### src/rtl/fir_param_filter_if.sv
// Sample, coefficient and result signals of fir_param_filter, bundled for port connection.
// The master side is the sample/coefficient source; the slave side is the filter.
interface fir_param_filter_if #(
    parameter int DATA_W = 8,
    parameter int COEF_W = 8,
    parameter int TAPS   = 9,
    parameter int OUT_W  = 20
);
    localparam int AW = $clog2(TAPS);

    logic                     clr;
    logic                     in_valid;
    logic signed [DATA_W-1:0] FIR_IN;
    logic                     coef_we;
    logic [AW-1:0]            coef_addr;
    logic signed [COEF_W-1:0] coef_din;
    logic                     out_valid;
    logic signed [OUT_W-1:0]  FIR_OUT;
    logic                     ovf;

    modport master (
        output clr, in_valid, FIR_IN, coef_we, coef_addr, coef_din,
        input  out_valid, FIR_OUT, ovf
    );

    modport slave (
        input  clr, in_valid, FIR_IN, coef_we, coef_addr, coef_din,
        output out_valid, FIR_OUT, ovf
    );
endinterface

### src/rtl/fir_param_filter.sv
// Pipelined signed direct-form FIR: delay line -> registered products -> summed, rounded,
// saturated result. Coefficients are runtime-loadable; clr flushes history and valids.
module fir_param_filter #(
    parameter int DATA_W = 8,
    parameter int COEF_W = 8,
    parameter int TAPS   = 9,
    parameter int SHIFT  = 0,
    parameter int OUT_W  = 20
) (
    input logic                CLK,
    input logic                RSTn,
    fir_param_filter_if.slave  fir_io
);
    localparam int AW    = $clog2(TAPS);
    localparam int PW    = DATA_W + COEF_W;
    localparam int ACC_W = PW + AW;
    // One spare bit so the rounding add can never wrap.
    localparam int SW    = ACC_W + 1;

    localparam logic signed [SW-1:0] One  = SW'(1);
    localparam logic signed [SW-1:0] MaxV = (One <<< (OUT_W - 1)) - One;
    localparam logic signed [SW-1:0] MinV = -MaxV - One;

    logic signed [DATA_W-1:0] d_q [TAPS];
    logic signed [DATA_W-1:0] d_d [TAPS];
    logic signed [COEF_W-1:0] c_q [TAPS];
    logic signed [COEF_W-1:0] c_d [TAPS];
    logic signed [PW-1:0]     p_q [TAPS];
    logic signed [PW-1:0]     p_d [TAPS];

    logic                    v1_q, v1_d;
    logic                    v2_q, v2_d;
    logic                    ov_q, ov_d;
    logic signed [OUT_W-1:0] out_q, out_d;
    logic                    ovf_q, ovf_d;

    logic signed [ACC_W-1:0] acc;
    logic signed [SW-1:0]    rnd_k;
    logic signed [SW-1:0]    rnd;
    logic signed [SW-1:0]    shf;

    if (SHIFT > 0) begin : g_round
        assign rnd_k = One <<< (SHIFT - 1);
    end else begin : g_no_round
        assign rnd_k = '0;
    end

    always_comb begin
        d_d = d_q;
        if (fir_io.clr) begin
            for (int i = 0; i < TAPS; i++) d_d[i] = '0;
        end else if (fir_io.in_valid) begin
            d_d[0] = fir_io.FIR_IN;
            for (int i = 1; i < TAPS; i++) d_d[i] = d_q[i-1];
        end
    end

    // Out-of-range addresses are dropped; clr does not block a write.
    always_comb begin
        c_d = c_q;
        if (fir_io.coef_we && ({1'b0, fir_io.coef_addr} < (AW + 1)'(TAPS))) begin
            c_d[fir_io.coef_addr] = fir_io.coef_din;
        end
    end

    always_comb begin
        for (int i = 0; i < TAPS; i++) p_d[i] = PW'(d_q[i]) * PW'(c_q[i]);
    end

    always_comb begin
        v1_d = fir_io.in_valid & ~fir_io.clr;
        v2_d = v1_q & ~fir_io.clr;
        ov_d = v2_q & ~fir_io.clr;
    end

    always_comb begin
        acc = '0;
        for (int i = 0; i < TAPS; i++) acc = acc + ACC_W'(p_q[i]);
        rnd = SW'(acc) + rnd_k;
        shf = rnd >>> SHIFT;
    end

    // Result register only moves when a valid result lands and no flush is pending.
    always_comb begin
        out_d = out_q;
        ovf_d = ovf_q;
        if (v2_q && !fir_io.clr) begin
            if (shf > MaxV) begin
                out_d = MaxV[OUT_W-1:0];
                ovf_d = 1'b1;
            end else if (shf < MinV) begin
                out_d = MinV[OUT_W-1:0];
                ovf_d = 1'b1;
            end else begin
                out_d = shf[OUT_W-1:0];
                ovf_d = 1'b0;
            end
        end
    end

    always_ff @(posedge CLK or negedge RSTn) begin
        if (!RSTn) begin
            for (int i = 0; i < TAPS; i++) begin
                d_q[i] <= '0;
                c_q[i] <= '0;
                p_q[i] <= '0;
            end
            v1_q  <= 1'b0;
            v2_q  <= 1'b0;
            ov_q  <= 1'b0;
            out_q <= '0;
            ovf_q <= 1'b0;
        end else begin
            d_q   <= d_d;
            c_q   <= c_d;
            p_q   <= p_d;
            v1_q  <= v1_d;
            v2_q  <= v2_d;
            ov_q  <= ov_d;
            out_q <= out_d;
            ovf_q <= ovf_d;
        end
    end

    assign fir_io.out_valid = ov_q;
    assign fir_io.FIR_OUT   = out_q;
    assign fir_io.ovf       = ovf_q;

endmodule

### src/flat_wrapper.sv
// flat-port wrapper written by rule: the top's interface ports become plain ports
module fir_param_filter_flat 
#(
    parameter int DATA_W = 8,
    parameter int COEF_W = 8,
    parameter int TAPS   = 9,
    parameter int SHIFT  = 0,
    parameter int OUT_W  = 20
)
  (CLK, RSTn, fir_io_clr, fir_io_in_valid, fir_io_FIR_IN, fir_io_coef_we, fir_io_coef_addr, fir_io_coef_din, fir_io_out_valid, fir_io_FIR_OUT, fir_io_ovf);
  fir_param_filter_if #(.DATA_W(DATA_W), .COEF_W(COEF_W), .TAPS(TAPS), .OUT_W(OUT_W)) fir_io_i ();
  input logic CLK;
  input logic RSTn;
  input wire logic [$bits(fir_io_i.clr)-1:0] fir_io_clr;
  input wire logic [$bits(fir_io_i.in_valid)-1:0] fir_io_in_valid;
  input wire logic [$bits(fir_io_i.FIR_IN)-1:0] fir_io_FIR_IN;
  input wire logic [$bits(fir_io_i.coef_we)-1:0] fir_io_coef_we;
  input wire logic [$bits(fir_io_i.coef_addr)-1:0] fir_io_coef_addr;
  input wire logic [$bits(fir_io_i.coef_din)-1:0] fir_io_coef_din;
  output wire logic [$bits(fir_io_i.out_valid)-1:0] fir_io_out_valid;
  output wire logic [$bits(fir_io_i.FIR_OUT)-1:0] fir_io_FIR_OUT;
  output wire logic [$bits(fir_io_i.ovf)-1:0] fir_io_ovf;
  assign fir_io_i.clr = fir_io_clr;
  assign fir_io_i.in_valid = fir_io_in_valid;
  assign fir_io_i.FIR_IN = fir_io_FIR_IN;
  assign fir_io_i.coef_we = fir_io_coef_we;
  assign fir_io_i.coef_addr = fir_io_coef_addr;
  assign fir_io_i.coef_din = fir_io_coef_din;
  assign fir_io_out_valid = fir_io_i.out_valid;
  assign fir_io_FIR_OUT = fir_io_i.FIR_OUT;
  assign fir_io_ovf = fir_io_i.ovf;
  fir_param_filter #(.DATA_W(DATA_W), .COEF_W(COEF_W), .TAPS(TAPS), .SHIFT(SHIFT), .OUT_W(OUT_W)) u_core (.CLK(CLK), .RSTn(RSTn), .fir_io(fir_io_i));
endmodule
### config.mk
export PLATFORM = sky130hd
export DESIGN_NAME = fir_param_filter_flat
export DESIGN_NICKNAME = d
export VERILOG_FILES = /design/src/rtl/fir_param_filter_if.sv /design/src/rtl/fir_param_filter.sv /design/src/flat_wrapper.sv
export SDC_FILE = /design/constraint.sdc
export NUM_CORES = 2
export LEC_CHECK = 0
export ABC_CLOCK_PERIOD_IN_PS = 12600
export CAP_MARGIN = 20
export CORE_ASPECT_RATIO = 1.4
export CORE_MARGIN = 2
export CORE_UTILIZATION = 25
export CTS_BUF_LIST = sky130_fd_sc_hd__clkbuf_4
export CTS_CLUSTER_DIAMETER = 150
export DETAILED_ROUTE_END_ITERATION = 6
export PLACE_DENSITY = 0.45
export SLEW_MARGIN = 20
export SYNTH_ARGS = -nofsm -noshare
export SYNTH_HDL_FRONTEND = slang
export SYNTH_SLANG_ARGS = --single-unit
export TNS_END_PERCENT = 10
### constraint.sdc
create_clock -name CLK -period 12.6 [get_ports CLK]
set_input_delay 1.26 -clock CLK [delete_from_list [all_inputs] [get_ports CLK]]
set_output_delay 1.26 -clock CLK [all_outputs]
set_load 0.03 [all_outputs]
==> impl_table.tex <==
% Implementation results table
\begin{tabular}{lr}
\hline
Metric & Value \\
\hline
\multicolumn{2}{l}{\textbf{Final timing}} \\
Unrepaired setup endpoints after global routing & no \\
Post-layout worst setup margin & 6510 ps \\
Worst Hold Margin & 302 ps \\
Post-route minimum period & 6090 ps \\
Worst Tran Pin Value & 1010 ps \\
Fin crit share & 48.4\% \\
Endpoints failing hold & 0 \\
Number of endpoints failing setup at the final stage & 0 \\
\multicolumn{2}{l}{\textbf{Placed design}} \\
Total of buffers placed on input and output ports & 46 \\
Global placer's final weighted congestion & 0.847 \\
Cell total after placement & 5447 \\
Detailed placement HPWL & 80.0 mm \\
Standard cell area after detailed placement & 39000 um2 \\
\multicolumn{2}{l}{\textbf{Logic synthesis}} \\
Area figure in the yosys stat output & 36400 um2 \\
Summed instance area of the synthesized netlist & 36400 um2 \\
AND-OR/OR-AND Cells, Area Fraction & 4.69\% \\
Synth Register Bits & 312 \\
FFs w/ async S/R, synth & 100\% \\
Mux area share & 4.32\% \\
Register area share after synthesis & 21.4\% \\
Count of synthesis-stage warnings from yosys & 0 \\
Area fraction in full adders, half adders and majority gates & 43.2\% \\
\multicolumn{2}{l}{\textbf{Run status}} \\
Status & finished clean \\
\multicolumn{2}{l}{\textbf{Cells and area}} \\
Top register by number of flip-flops & u\_core.p\_q \\
Nets@finish & 4538 \\
Dominant logic cell type in the layout & sky130\_fd\_sc\_hd\_\_inv\_1 \\
Largest registers & u\_core.p\_q: 144 flops, u\_core.c\_q: 72 flops, u\_core.d\_q: 72 flops \\
Number of antenna repair diodes & 7 \\
Area taken by flip-flops and latches & 7810 um2 \\
Fraction of layout instances using a drive strength above 1 & 6.12\% \\
Count of filler cells inserted in the layout & 15500 \\
Count of clock buffers in the final design & 119 \\
\multicolumn{2}{l}{\textbf{Run}} \\
Number of warnings in the stage logs & 26 \\
\multicolumn{2}{l}{\textbf{Clock network}} \\
\# H-tree levels & 3 \\
Cells resized by post-CTS repair & 0 \\
CTS Sinks & 312 \\
Buffers from clock root to sink, at most & 3 \\
Clock transition at the register clock pins on the worst setup and hold paths after CTS & 80 ps \\
\multicolumn{2}{l}{\textbf{GRT}} \\
Largest net degree at the start of global routing & 93 \\
Met2 global-route usage & 25.8\% \\
Number of global-route vias before repair & 26500 \\
Tot GR Track Use & 13.7\% \\
Most crowded layer after global routing & met2 \\
\multicolumn{2}{l}{\textbf{Route}} \\
Number of DRC violations after detailed-routing iteration 0 & 839 \\
Wirelength, routed & 97.7 mm \\
Avg WL per Cell & 17.4 um \\
Amount of wire on met3 after detailed routing & 2.34 mm \\
Count of TritonRoute iterations in the first routing pass & 4 \\
Detail Route Antenna Nets & 0 \\
\multicolumn{2}{l}{\textbf{Critical path}} \\
Count of buffer and inverter cells on the critical path & 5 \\
Arrival time at the worst endpoint & 6940 ps \\
CP cell instances & inv\_1 -> fa\_1 -> inv\_1 -> ha\_1 -> inv\_1 -> fa\_1 -> nor2b\_4 -> o31a\_4 -> o32ai\_4 -> o21bai\_1 -> xor2\_1 -> fa\_1 -> inv\_1 -> fa\_1 -> fa\_1 -> fa\_1 -> inv\_1 -> ha\_1 -> and2\_1 -> a221oi\_1 -> a31o\_2 -> xor2\_1 -> o21ai\_1 \\
Depth of the worst register-to-register path & 23 \\
Capturing instance or port of the critical path & u\_core.fir\_io.FIR\_OUT[14] \\
Kind of start point of the critical path & register \\
Max FO, Critical Path & 4 \\
\multicolumn{2}{l}{\textbf{Floorplan}} \\
I/O Pins & 47 \\
Overall die height & 455 um \\
\multicolumn{2}{l}{\textbf{Worst hold path}} \\
Worst Hold Class & primary input to asynchronous set/reset pin \\
\hline
\end{tabular}
[cells in the mapped netlist (9+ instances only)]
master | number | share of area [%]
sky130_fd_sc_hd__xnor2_1 | 140 | 3.4
sky130_fd_sc_hd__nand2b_1 | 73 | 1.3
sky130_fd_sc_hd__mux2i_1 | 76 | 2.1
sky130_fd_sc_hd__nor2b_1 | 29 | 0.50
sky130_fd_sc_hd__and2_1 | 344 | 5.9
sky130_fd_sc_hd__mux2_1 | 20 | 0.62
sky130_fd_sc_hd__clkbuf_1 | 84 | 0.87
sky130_fd_sc_hd__dfrtp_1 | 312 | 21
sky130_fd_sc_hd__a21o_1 | 24 | 0.49
sky130_fd_sc_hd__nand3_1 | 27 | 0.37
sky130_fd_sc_hd__a21oi_1 | 71 | 0.98
sky130_fd_sc_hd__fa_1 | 600 | 33
sky130_fd_sc_hd__nand2_1 | 225 | 2.3
sky130_fd_sc_hd__mux2_2 | 52 | 1.6
sky130_fd_sc_hd__nor2_1 | 129 | 1.3
sky130_fd_sc_hd__o211ai_1 | 16 | 0.33
sky130_fd_sc_hd__a211o_1 | 12 | 0.29
sky130_fd_sc_hd__o21a_1 | 9 | 0.19
sky130_fd_sc_hd__inv_1 | 761 | 7.8
sky130_fd_sc_hd__nor3_1 | 26 | 0.36
sky130_fd_sc_hd__nand4_1 | 10 | 0.17
sky130_fd_sc_hd__o21ai_0 | 37 | 0.51
sky130_fd_sc_hd__and3_1 | 11 | 0.19
sky130_fd_sc_hd__o21ai_1 | 23 | 0.32
sky130_fd_sc_hd__a31oi_1 | 12 | 0.21
sky130_fd_sc_hd__ha_1 | 298 | 10
sky130_fd_sc_hd__xor2_1 | 35 | 0.84
Figure 1. Cell outlines without signal wires.
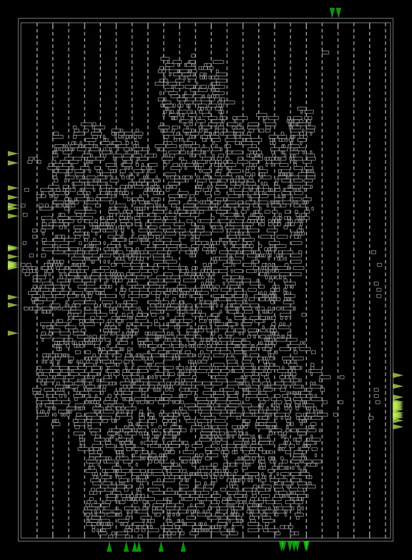
final cell utilization of the core: 27.8%
number of rows created at floorplan: 165

Figure 2. Metal 2.
Cells faint in the background.
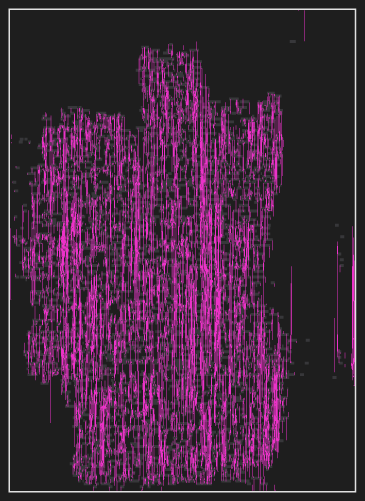
nets with wire on the layer: 3867
longest straight run: 123 um
share of all routed wire: 54%

Figure 3. Where the registers sit.
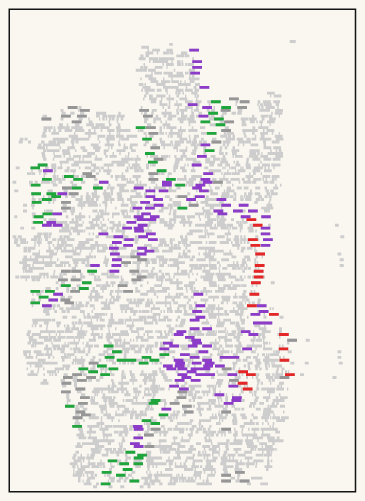
| signal | color | sequential cells |
|---|---|---|
| u_core.d_q | green | 72 |
| u_core.fir_io.FIR_OUT | red | 20 |
| u_core.p_q | purple | 144 |
not colored: 76

Figure 4. M1 wires.
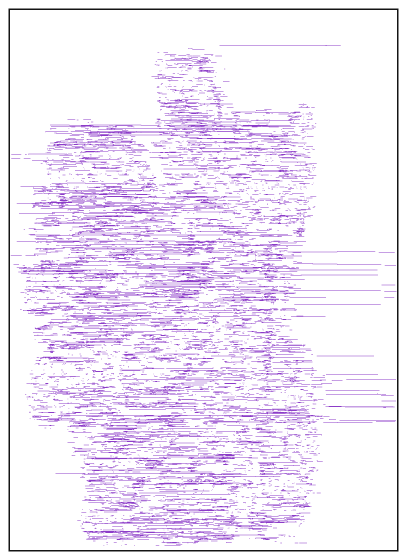
main direction: horizontal
share of all routed wire: 41%
longest straight run: 90.2 um

Figure 5. Cell area per tile.
The die is cut into 16 by 23 equal tiles; white is low, dark blue is high, 0 to 100% covered.
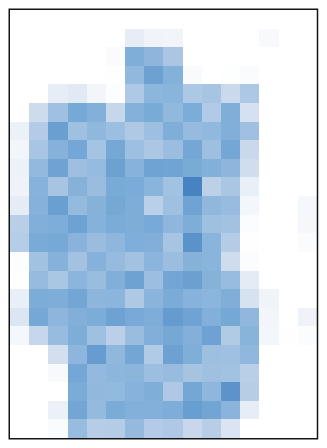
mean over tiles: 25%
emptiest ninth of the die: top right
nearly empty tiles: 32%

